<file path="src/rtl/hazard_ctrl_pkg.sv">
// Shared definitions for the pipeline hazard controller.
// Contents: opcode constants used for source-operand decode, the controller
// state encoding, forward-select bit positions, and a helper function that
// extracts the register sources read by the instruction in ID.
package hazard_ctrl_pkg;

   // Opcodes that need individual decode; every 0xxx opcode is a
   // register-register ALU operation and is recognised by its top bit.
   localparam logic [3:0] OP_LW     = 4'b1000;
   localparam logic [3:0] OP_SW     = 4'b1001;
   localparam logic [2:0] OP_BR_PFX = 3'b101;   // B / BR share this prefix

   typedef enum logic [1:0] {
      RUN     = 2'd0,
      LDUSE   = 2'd1,
      MEMWAIT = 2'd2,
      HALT    = 2'd3
   } state_t;

   // Forward select: one-hot over the bypass sources, top bit reserved.
   localparam int FWD_W       = 3;
   localparam int FWD_WB_BIT  = 0;   // WB write data
   localparam int FWD_MEM_BIT = 1;   // MEM-stage ALU result
   typedef logic [FWD_W-1:0] fwd_sel_t;

   typedef struct packed {
      logic [3:0] a;
      logic       a_vld;
      logic [3:0] b;
      logic       b_vld;
   } src_t;

   function automatic src_t decode_src(input logic [15:0] instr);
      src_t       s;
      logic [3:0] op;
      op = instr[15:12];
      s  = '0;
      if (!op[3]) begin
         s.a     = instr[7:4];
         s.a_vld = 1'b1;
         s.b     = instr[3:0];
         s.b_vld = 1'b1;
      end else if (op == OP_LW) begin
         s.a     = instr[7:4];
         s.a_vld = 1'b1;
      end else if (op == OP_SW) begin
         s.a     = instr[7:4];
         s.a_vld = 1'b1;
         s.b     = instr[11:8];
         s.b_vld = 1'b1;
      end else if (op[3:1] == OP_BR_PFX) begin
         s.a     = instr[11:8];
         s.a_vld = 1'b1;
      end
      return s;
   endfunction

endpackage

</file>
<file path="src/rtl/hazard_ctrl_if.sv">
// Bundle of pipeline-status inputs and stall/forward controls exchanged
// between the pipeline datapath and the hazard controller.
// Inputs to the controller : ID_instr, EX_rd, MEM_rd, EX_RegWrite,
//                            MEM_RegWrite, EX_MemRead, WB_halt,
//                            branch_taken, mem_busy
// Outputs from controller  : ForwardA, ForwardB, pc_write, ifid_write,
//                            ifid_flush, idex_bubble, halted, stall_cnt
// master = datapath side, slave = controller side.
interface hazard_ctrl_if;
   logic [15:0] ID_instr;
   logic [3:0]  EX_rd;
   logic [3:0]  MEM_rd;
   logic        EX_RegWrite;
   logic        MEM_RegWrite;
   logic        EX_MemRead;
   logic        WB_halt;
   logic        branch_taken;
   logic        mem_busy;
   logic [2:0]  ForwardA;
   logic [2:0]  ForwardB;
   logic        pc_write;
   logic        ifid_write;
   logic        ifid_flush;
   logic        idex_bubble;
   logic        halted;
   logic [15:0] stall_cnt;

   modport master (
      output ID_instr, EX_rd, MEM_rd, EX_RegWrite, MEM_RegWrite, EX_MemRead,
             WB_halt, branch_taken, mem_busy,
      input  ForwardA, ForwardB, pc_write, ifid_write, ifid_flush,
             idex_bubble, halted, stall_cnt
   );

   modport slave (
      input  ID_instr, EX_rd, MEM_rd, EX_RegWrite, MEM_RegWrite, EX_MemRead,
             WB_halt, branch_taken, mem_busy,
      output ForwardA, ForwardB, pc_write, ifid_write, ifid_flush,
             idex_bubble, halted, stall_cnt
   );
endinterface

</file>
<file path="src/rtl/hazard_ctrl_fwd_sel.sv">
// Forward-select generator for a single ALU operand.
// Ports: src/src_vld      - register read by the ID instruction and whether
//                           that operand exists
//        ex_rd/ex_reg_write, mem_rd/mem_reg_write - producers in EX / MEM
//        sel              - one-hot bypass select (EX result wins over MEM)
module hazard_fwd_sel
   import hazard_ctrl_pkg::*;
(
   input  logic [3:0] src,
   input  logic       src_vld,
   input  logic [3:0] ex_rd,
   input  logic       ex_reg_write,
   input  logic [3:0] mem_rd,
   input  logic       mem_reg_write,
   output fwd_sel_t   sel
);

   logic dep;

   // R0 is hardwired, so it is never a real dependency.
   assign dep = src_vld & (src != 4'd0);

   always_comb begin
      sel = '0;
      if (dep && ex_reg_write && (ex_rd == src)) begin
         sel[FWD_MEM_BIT] = 1'b1;
      end else if (dep && mem_reg_write && (mem_rd == src)) begin
         sel[FWD_WB_BIT] = 1'b1;
      end
   end

endmodule

</file>
<file path="src/rtl/hazard_ctrl.sv">
// Pipeline hazard controller: operand forwarding, load-use stall, memory
// wait, branch flush and halt handling.
// Ports: clk - clock; rst - synchronous active-high reset
//        bus - hazard_ctrl_if.slave (pipeline status in, controls out)
module hazard_ctrl
   import hazard_ctrl_pkg::*;
(
   input logic         clk,
   input logic         rst,
   hazard_ctrl_if.slave bus
);

   src_t      src;
   fwd_sel_t  sel_a;
   fwd_sel_t  sel_b;
   logic      load_use;
   state_t    state;
   state_t    state_nxt;
   fwd_sel_t  fwd_a_p1;
   fwd_sel_t  fwd_b_p1;
   logic [15:0] stall_cnt_q;
   logic      pc_write;
   logic      ifid_write;
   logic      ifid_flush;
   logic      idex_bubble;

   function automatic logic [15:0] sat_inc(input logic [15:0] v);
      return (v == 16'hFFFF) ? v : v + 16'd1;
   endfunction

   assign src = decode_src(bus.ID_instr);

   hazard_fwd_sel u_fwd_a (
      .src           (src.a),
      .src_vld       (src.a_vld),
      .ex_rd         (bus.EX_rd),
      .ex_reg_write  (bus.EX_RegWrite),
      .mem_rd        (bus.MEM_rd),
      .mem_reg_write (bus.MEM_RegWrite),
      .sel           (sel_a)
   );

   hazard_fwd_sel u_fwd_b (
      .src           (src.b),
      .src_vld       (src.b_vld),
      .ex_rd         (bus.EX_rd),
      .ex_reg_write  (bus.EX_RegWrite),
      .mem_rd        (bus.MEM_rd),
      .mem_reg_write (bus.MEM_RegWrite),
      .sel           (sel_b)
   );

   // A load in EX whose destination is read in ID; R0 never counts.
   assign load_use = bus.EX_MemRead &
                     ((src.a_vld & (src.a != 4'd0) & (src.a == bus.EX_rd)) |
                      (src.b_vld & (src.b != 4'd0) & (src.b == bus.EX_rd)));

   always_ff @(posedge clk) begin
      if (rst) state <= RUN;
      else     state <= state_nxt;
   end

   always_comb begin
      state_nxt = state;
      if (bus.WB_halt) begin
         state_nxt = HALT;
      end else begin
         case (state)
            HALT:    state_nxt = HALT;
            // A load-use bubble is only ever one cycle long.
            LDUSE:   state_nxt = bus.mem_busy ? MEMWAIT : RUN;
            default: begin
               if (bus.mem_busy)  state_nxt = MEMWAIT;
               else if (load_use) state_nxt = LDUSE;
               else               state_nxt = RUN;
            end
         endcase
      end
   end

   always_comb begin
      pc_write    = 1'b1;
      ifid_write  = 1'b1;
      ifid_flush  = 1'b0;
      idex_bubble = 1'b0;
      case (state)
         RUN: begin
            // Halt, memory wait or load-use this cycle suppress the flush;
            // the branch is re-resolved once the stall clears.
            ifid_flush = bus.branch_taken & ~bus.WB_halt & ~bus.mem_busy &
                         ~load_use;
         end
         LDUSE: begin
            pc_write    = 1'b0;
            ifid_write  = 1'b0;
            idex_bubble = 1'b1;
         end
         MEMWAIT: begin
            pc_write   = 1'b0;
            ifid_write = 1'b0;
         end
         default: begin
            pc_write    = 1'b0;
            ifid_write  = 1'b0;
            idex_bubble = 1'b1;
         end
      endcase
   end

   // ID -> EX boundary: selects follow the instruction into EX.
   always_ff @(posedge clk) begin
      if (rst) begin
         fwd_a_p1 <= '0;
         fwd_b_p1 <= '0;
      end else begin
         case (state)
            RUN: begin
               fwd_a_p1 <= sel_a;
               fwd_b_p1 <= sel_b;
            end
            LDUSE: begin
               fwd_a_p1 <= '0;
               fwd_b_p1 <= '0;
            end
            default: begin
               fwd_a_p1 <= fwd_a_p1;
               fwd_b_p1 <= fwd_b_p1;
            end
         endcase
      end
   end

   always_ff @(posedge clk) begin
      if (rst)                                  stall_cnt_q <= '0;
      else if (state == LDUSE || state == MEMWAIT) stall_cnt_q <= sat_inc(stall_cnt_q);
   end

   assign bus.ForwardA    = fwd_a_p1;
   assign bus.ForwardB    = fwd_b_p1;
   assign bus.pc_write    = pc_write;
   assign bus.ifid_write  = ifid_write;
   assign bus.ifid_flush  = ifid_flush;
   assign bus.idex_bubble = idex_bubble;
   assign bus.halted      = (state == HALT);
   assign bus.stall_cnt   = stall_cnt_q;

endmodule

</file>
<file path="src/flat_wrapper.sv">
// flat-port wrapper written by rule: the top's interface ports become plain ports
module hazard_ctrl_flat import hazard_ctrl_pkg::*;
  (clk, rst, bus_ID_instr, bus_EX_rd, bus_MEM_rd, bus_EX_RegWrite, bus_MEM_RegWrite, bus_EX_MemRead, bus_WB_halt, bus_branch_taken, bus_mem_busy, bus_ForwardA, bus_ForwardB, bus_pc_write, bus_ifid_write, bus_ifid_flush, bus_idex_bubble, bus_halted, bus_stall_cnt);
  hazard_ctrl_if bus_i ();
  input logic clk;
  input logic rst;
  input wire logic [$bits(bus_i.ID_instr)-1:0] bus_ID_instr;
  input wire logic [$bits(bus_i.EX_rd)-1:0] bus_EX_rd;
  input wire logic [$bits(bus_i.MEM_rd)-1:0] bus_MEM_rd;
  input wire logic [$bits(bus_i.EX_RegWrite)-1:0] bus_EX_RegWrite;
  input wire logic [$bits(bus_i.MEM_RegWrite)-1:0] bus_MEM_RegWrite;
  input wire logic [$bits(bus_i.EX_MemRead)-1:0] bus_EX_MemRead;
  input wire logic [$bits(bus_i.WB_halt)-1:0] bus_WB_halt;
  input wire logic [$bits(bus_i.branch_taken)-1:0] bus_branch_taken;
  input wire logic [$bits(bus_i.mem_busy)-1:0] bus_mem_busy;
  output wire logic [$bits(bus_i.ForwardA)-1:0] bus_ForwardA;
  output wire logic [$bits(bus_i.ForwardB)-1:0] bus_ForwardB;
  output wire logic [$bits(bus_i.pc_write)-1:0] bus_pc_write;
  output wire logic [$bits(bus_i.ifid_write)-1:0] bus_ifid_write;
  output wire logic [$bits(bus_i.ifid_flush)-1:0] bus_ifid_flush;
  output wire logic [$bits(bus_i.idex_bubble)-1:0] bus_idex_bubble;
  output wire logic [$bits(bus_i.halted)-1:0] bus_halted;
  output wire logic [$bits(bus_i.stall_cnt)-1:0] bus_stall_cnt;
  assign bus_i.ID_instr = bus_ID_instr;
  assign bus_i.EX_rd = bus_EX_rd;
  assign bus_i.MEM_rd = bus_MEM_rd;
  assign bus_i.EX_RegWrite = bus_EX_RegWrite;
  assign bus_i.MEM_RegWrite = bus_MEM_RegWrite;
  assign bus_i.EX_MemRead = bus_EX_MemRead;
  assign bus_i.WB_halt = bus_WB_halt;
  assign bus_i.branch_taken = bus_branch_taken;
  assign bus_i.mem_busy = bus_mem_busy;
  assign bus_ForwardA = bus_i.ForwardA;
  assign bus_ForwardB = bus_i.ForwardB;
  assign bus_pc_write = bus_i.pc_write;
  assign bus_ifid_write = bus_i.ifid_write;
  assign bus_ifid_flush = bus_i.ifid_flush;
  assign bus_idex_bubble = bus_i.idex_bubble;
  assign bus_halted = bus_i.halted;
  assign bus_stall_cnt = bus_i.stall_cnt;
  hazard_ctrl u_core (.clk(clk), .rst(rst), .bus(bus_i));
endmodule
</file>
<file path="config.mk">
export PLATFORM = sky130hd
export DESIGN_NAME = hazard_ctrl_flat
export DESIGN_NICKNAME = d
export VERILOG_FILES = /design/src/rtl/hazard_ctrl_pkg.sv /design/src/rtl/hazard_ctrl_if.sv /design/src/rtl/hazard_ctrl_fwd_sel.sv /design/src/rtl/hazard_ctrl.sv /design/src/flat_wrapper.sv
export SDC_FILE = /design/constraint.sdc
export NUM_CORES = 1
export LEC_CHECK = 0
export CAP_MARGIN = 10
export CORE_ASPECT_RATIO = 1.1
export CORE_MARGIN = 2
export CORE_UTILIZATION = 38
export DETAILED_ROUTE_END_ITERATION = 7
export PLACE_DENSITY = 0.77
export SLEW_MARGIN = 15
export SYNTH_ARGS = -nofsm -noshare
export SYNTH_HDL_FRONTEND = slang
export SYNTH_SLANG_ARGS = --single-unit
</file>
<file path="constraint.sdc">
create_clock -name clk -period 5.1 [get_ports clk]
set_input_delay 1.53 -clock clk [delete_from_list [all_inputs] [get_ports clk]]
set_output_delay 1.53 -clock clk [all_outputs]
set_load 0.05 [all_outputs]
</file>
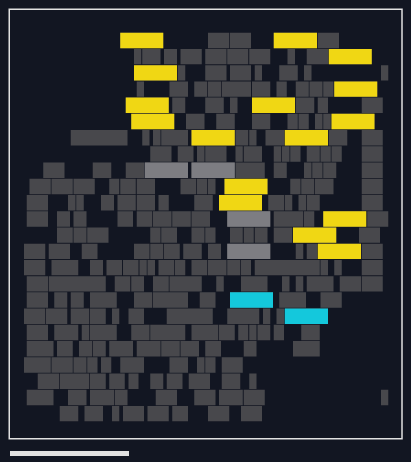
**Above:** run 1 (sequential cells grouped by signal name).
Bar = 20 um.
Key: u_core.bus.stall_cnt = yellow [placed flops 16]; u_core.state = cyan [placed flops 2]
Another 4 sequential cells are not colored.
P_seq: 0.000184 W
Register Area: 440.4 sq um

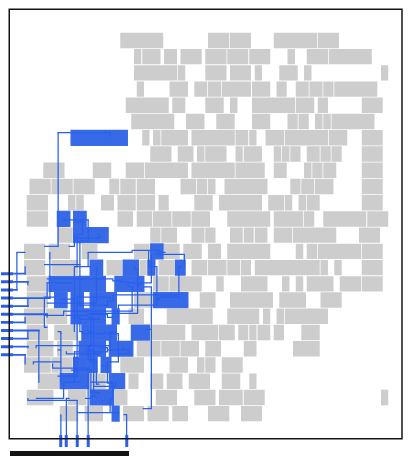
**Above:** run 1 (I/O nets highlighted).
Bar = 20 um.
Key: bus_ID_instr = blue [bits 16, direction input, edge 11 west, 5 south, end cells 33, wire 575 um]
IO Pins: 59
I/O Buffers: 56

==> Changelog: implementation, run 1 <==
## Flow update

- Fmax: 201.5 MHz
- Type of origin of the critical path: primary input
- Yosys simple share: roughly a third
- Longest Clk Path Bufs: 2
- R2R Path End: u_core.bus.stall_cnt[13]$_SDFFE_PP0P_
- Final hold violations: 0
- Mux area share: 1.263%
- Largest area contributor in the netlist: dfxtp_1
- Clk sinks: 22
- Status: finished clean
- Final clock-cell share: slightly below 3%
- Combinational cell power: roughly 0.00016 W
- CP bufs+invs: 2
- Post-route setup slack: 0.1366 ns
- Reg2reg start: u_core.state[0]$_SDFF_PP0_
- Routed WL: around 4200 um
- Init Core Util: 39.69%
- Switching Share: between 20 and 30%
- GP Congestion: roughly 0.91
- Reg2Reg Setup Slack: about 3.1 ns
- Final hold slack: 0.4514 ns
- Post-route insts no fill: 317
- Antenna violations before repair: 0
- Fraction of registers with async set/reset: 0%
- Logic Gate Count: roughly 160
- Post-Syn Instances: between 150 and 200
- Unique cell types: roughly 48
- Flop share of the area: approximately 18%
- Int Pwr: 0.0003569 W
- Worst setup EP type: output port
- Slew Limit Fails: 0
- Commonest cells in the synthesized netlist: 22 x dfxtp_1, 21 x nor2_1, 14 x xor2_1, 13 x nand2_1, 10 x xnor2_1
- Clk slew on worst S/H paths: around 0.07 ns
- P_clk: about 0.00016 W
- Max-Cap Viols: 0
- Area fraction in full adders, half adders and majority gates: under 10%
- Count leader, synth: dfxtp_1
- Met3 wire length: 136 um
- Die span in x: between 60 and 70 um
- End of the critical path: bus_ifid_flush
- Max-area cell class: multi-input combinational cells
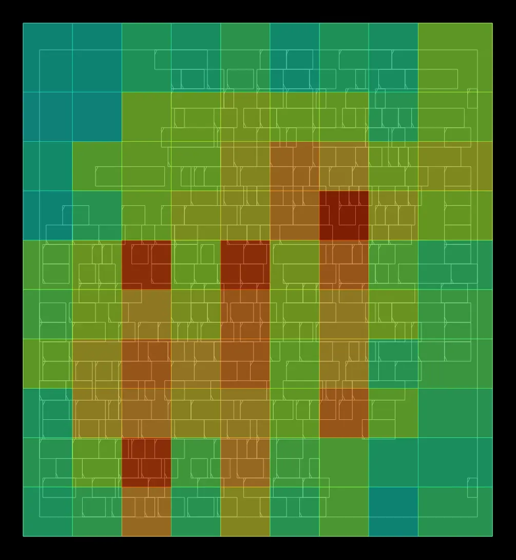
**Above:** run 1 (congestion heat map).
Finished Core Util: 61.59%
layer with the highest usage: met2
drt wl/cell: 13.26 um
met1 usage: 23.15%
GRT Util Overall: 18.55%

## run 1: layout by cell type (no fill, tap or decap), types with 2 or more instances in the layout
cell             count
conb_1               2
buf_6                3
nor3b_1              2
mux2i_1              2
o21ai_1              3
dfxtp_1             22
nor4_1               2
nor2b_1              8
a31oi_1              4
a221oi_4             2
a22oi_1              2
dlygate4sd2_1        3
nand4_1              4
inv_1                3
or3_1                5
buf_4               18
and3_1               4
and2_1               5
and4_1               4
xnor2_1              9
o211ai_1             2
nor3_1               5
o21ai_0              5
xor2_1              14
clkbuf_8             3
nand3_1              6
nor4_2               2
a21oi_1              7
nand2_1             13
dlymetal6s2s_1       4
nor2_1              21
clkdlybuf4s50_1     48
ha_1                 5
**Run 1: met1 routing**

Bar = 20 um. Supply wires on this layer in gray. Cells faint in the background.
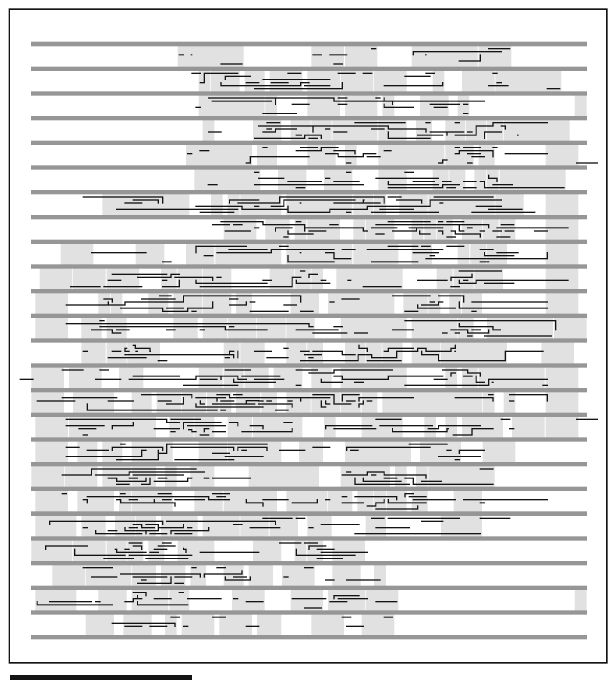

==> run 2, diff against run 1 <==
- REMOVE_ABC_BUFFERS: default -> 1
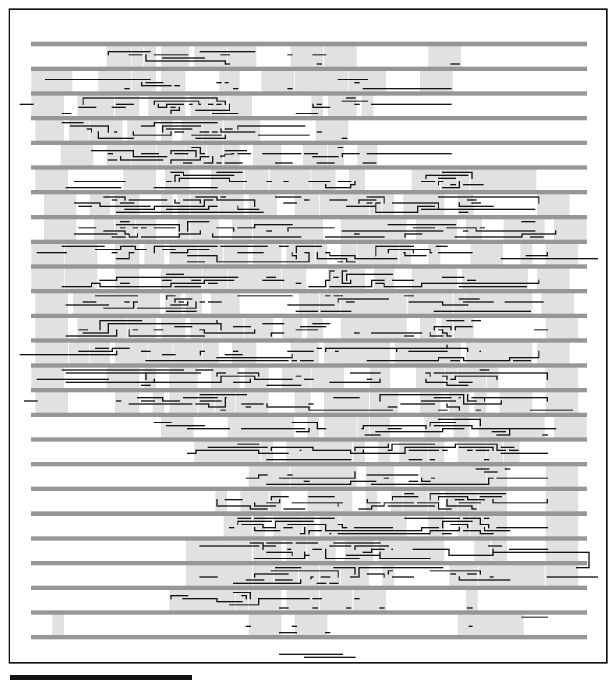
**Above:** run 2 (met1 routing).
Bar = 20 um. Supply wires on this layer in gray. Cells faint in the background.
The layer holds 43% of the routed length. The longest straight run is 17.0 um. The wires run mostly horizontal.
met1 usage: 22.17%
via count: 1,646
Routed WL: 4214 um

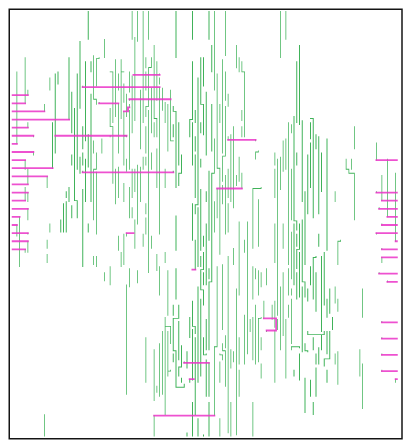
**Above:** run 2 (wiring by layer).
Two of the layers only.
Key: metal 3 = magenta [wire length 190 um]; metal 2 = green [wire length 2,150 um]
drt wl/cell: 13.29 um
GRT Util Overall: 18.20%

==> Changelog: implementation, run 2 <==
## Flow update

- Status: finished clean
- Yosys simple share: 32.83% (unchanged)
- Final hold violations: 0 (unchanged)
- I/O Buffers: 56 (unchanged)
- Xor/xnor share: roughly an eighth
- P_seq: 0.000184 W (about the same)
- Layer with the highest usage: met2
- Top cell excl fill/tap: clkdlybuf4s50_1
- Int Pwr: 0.0003196 W (-10%)
- Finished Core Util: 60.12% (-1.5 points)
- Type of origin of the critical path: primary input
- Final setup fails: 0
- Worst setup EP type: output port
- IO Pins: 59 (unchanged)
- Fraction of registers with async set/reset: 0% (unchanged)
- Worst vdd ir: 0.08352 mV
- Area fraction in full adders, half adders and majority gates: 3.946% (unchanged)
- Antenna violations before repair: 0 (unchanged)
- Max-Cap Viols: 0 (unchanged)
- Init Core Util: 39.69% (unchanged)
- Clk sinks: 22 (unchanged)
- Slew Limit Fails: 0 (unchanged)
- P_clk: 0.000122 W (-24%)
- Commonest cells in the synthesized netlist: 22 x dfxtp_1, 21 x nor2_1, 14 x xor2_1, 13 x nand2_1, 10 x xnor2_1
- Fmax: 202.4 MHz (+0.47%)
- Clk slew on worst S/H paths: 0.07 ns (about the same)
- Combinational cell power: 0.000159 W (about the same)
- Final hold slack: 0.4535 ns (+0.002110 ns)
- Mux area share: 1.263% (unchanged)
- Post-Syn Instances: 192 (unchanged)
- End of the critical path: bus_ifid_flush
- Area delta synth->final: 51.46%
- Unique cell types: 48 (unchanged)
- Longest Clk Path Bufs: 2 (unchanged)
- Post-route insts no fill: 317 (unchanged)
- Count of library flops with an enable pin: 0
- Reg2Reg Setup Slack: 3.10 ns (about the same)
- Switching Share: 31.19% (+1.7 points)
- GP Congestion: 0.8573 (-6.0%)
- Top Layout Cells: 50 x clkdlybuf4s50_1, 22 x dfxtp_1, 21 x nor2_1
- Count leader, synth: dfxtp_1
- Met3 wire length: 189 um (+39%)
- CTS buffer count: 3
- Largest area contributor in the netlist: dfxtp_1
- Post-route setup slack: 0.1599 ns (+0.02330 ns)
- WHS Path Cells: 2
- Sequential share of power: between 30% and 40%
- R2R Path End: u_core.bus.ForwardB[0]$_SDFFE_PP0P_
## run 2: timing repair
action | 4_1_cts | 5_1_grt
endpoints found under the setup margin | 1 | 1
setup buffers | 1 | 0
pin swaps | 1 | 6
gates resized | 8 | 6
## run 2: final cells by class
| cell class | count | area (sq um) | area share, % |
|---|---|---|---|
| timing repair buffer | 76 | 714.4 | 29.76 |
| sequential | 22 | 440.4 | 18.34 |
| multi-input combinational | 159 | 1111 | 46.27 |
| tap | 52 | 65.06 | 2.710 |
| inverter | 4 | 15.01 | 0.6253 |
| clock buffer | 4 | 55.05 | 2.293 |
## run 2: tightest hold or removal path, cell delays in order (launching register included)
cell and delay (ns):
dfxtp_1 0.31, nand2_1 0.05, o21ai_1 0.05
Power and IR drop assume default switching activity.
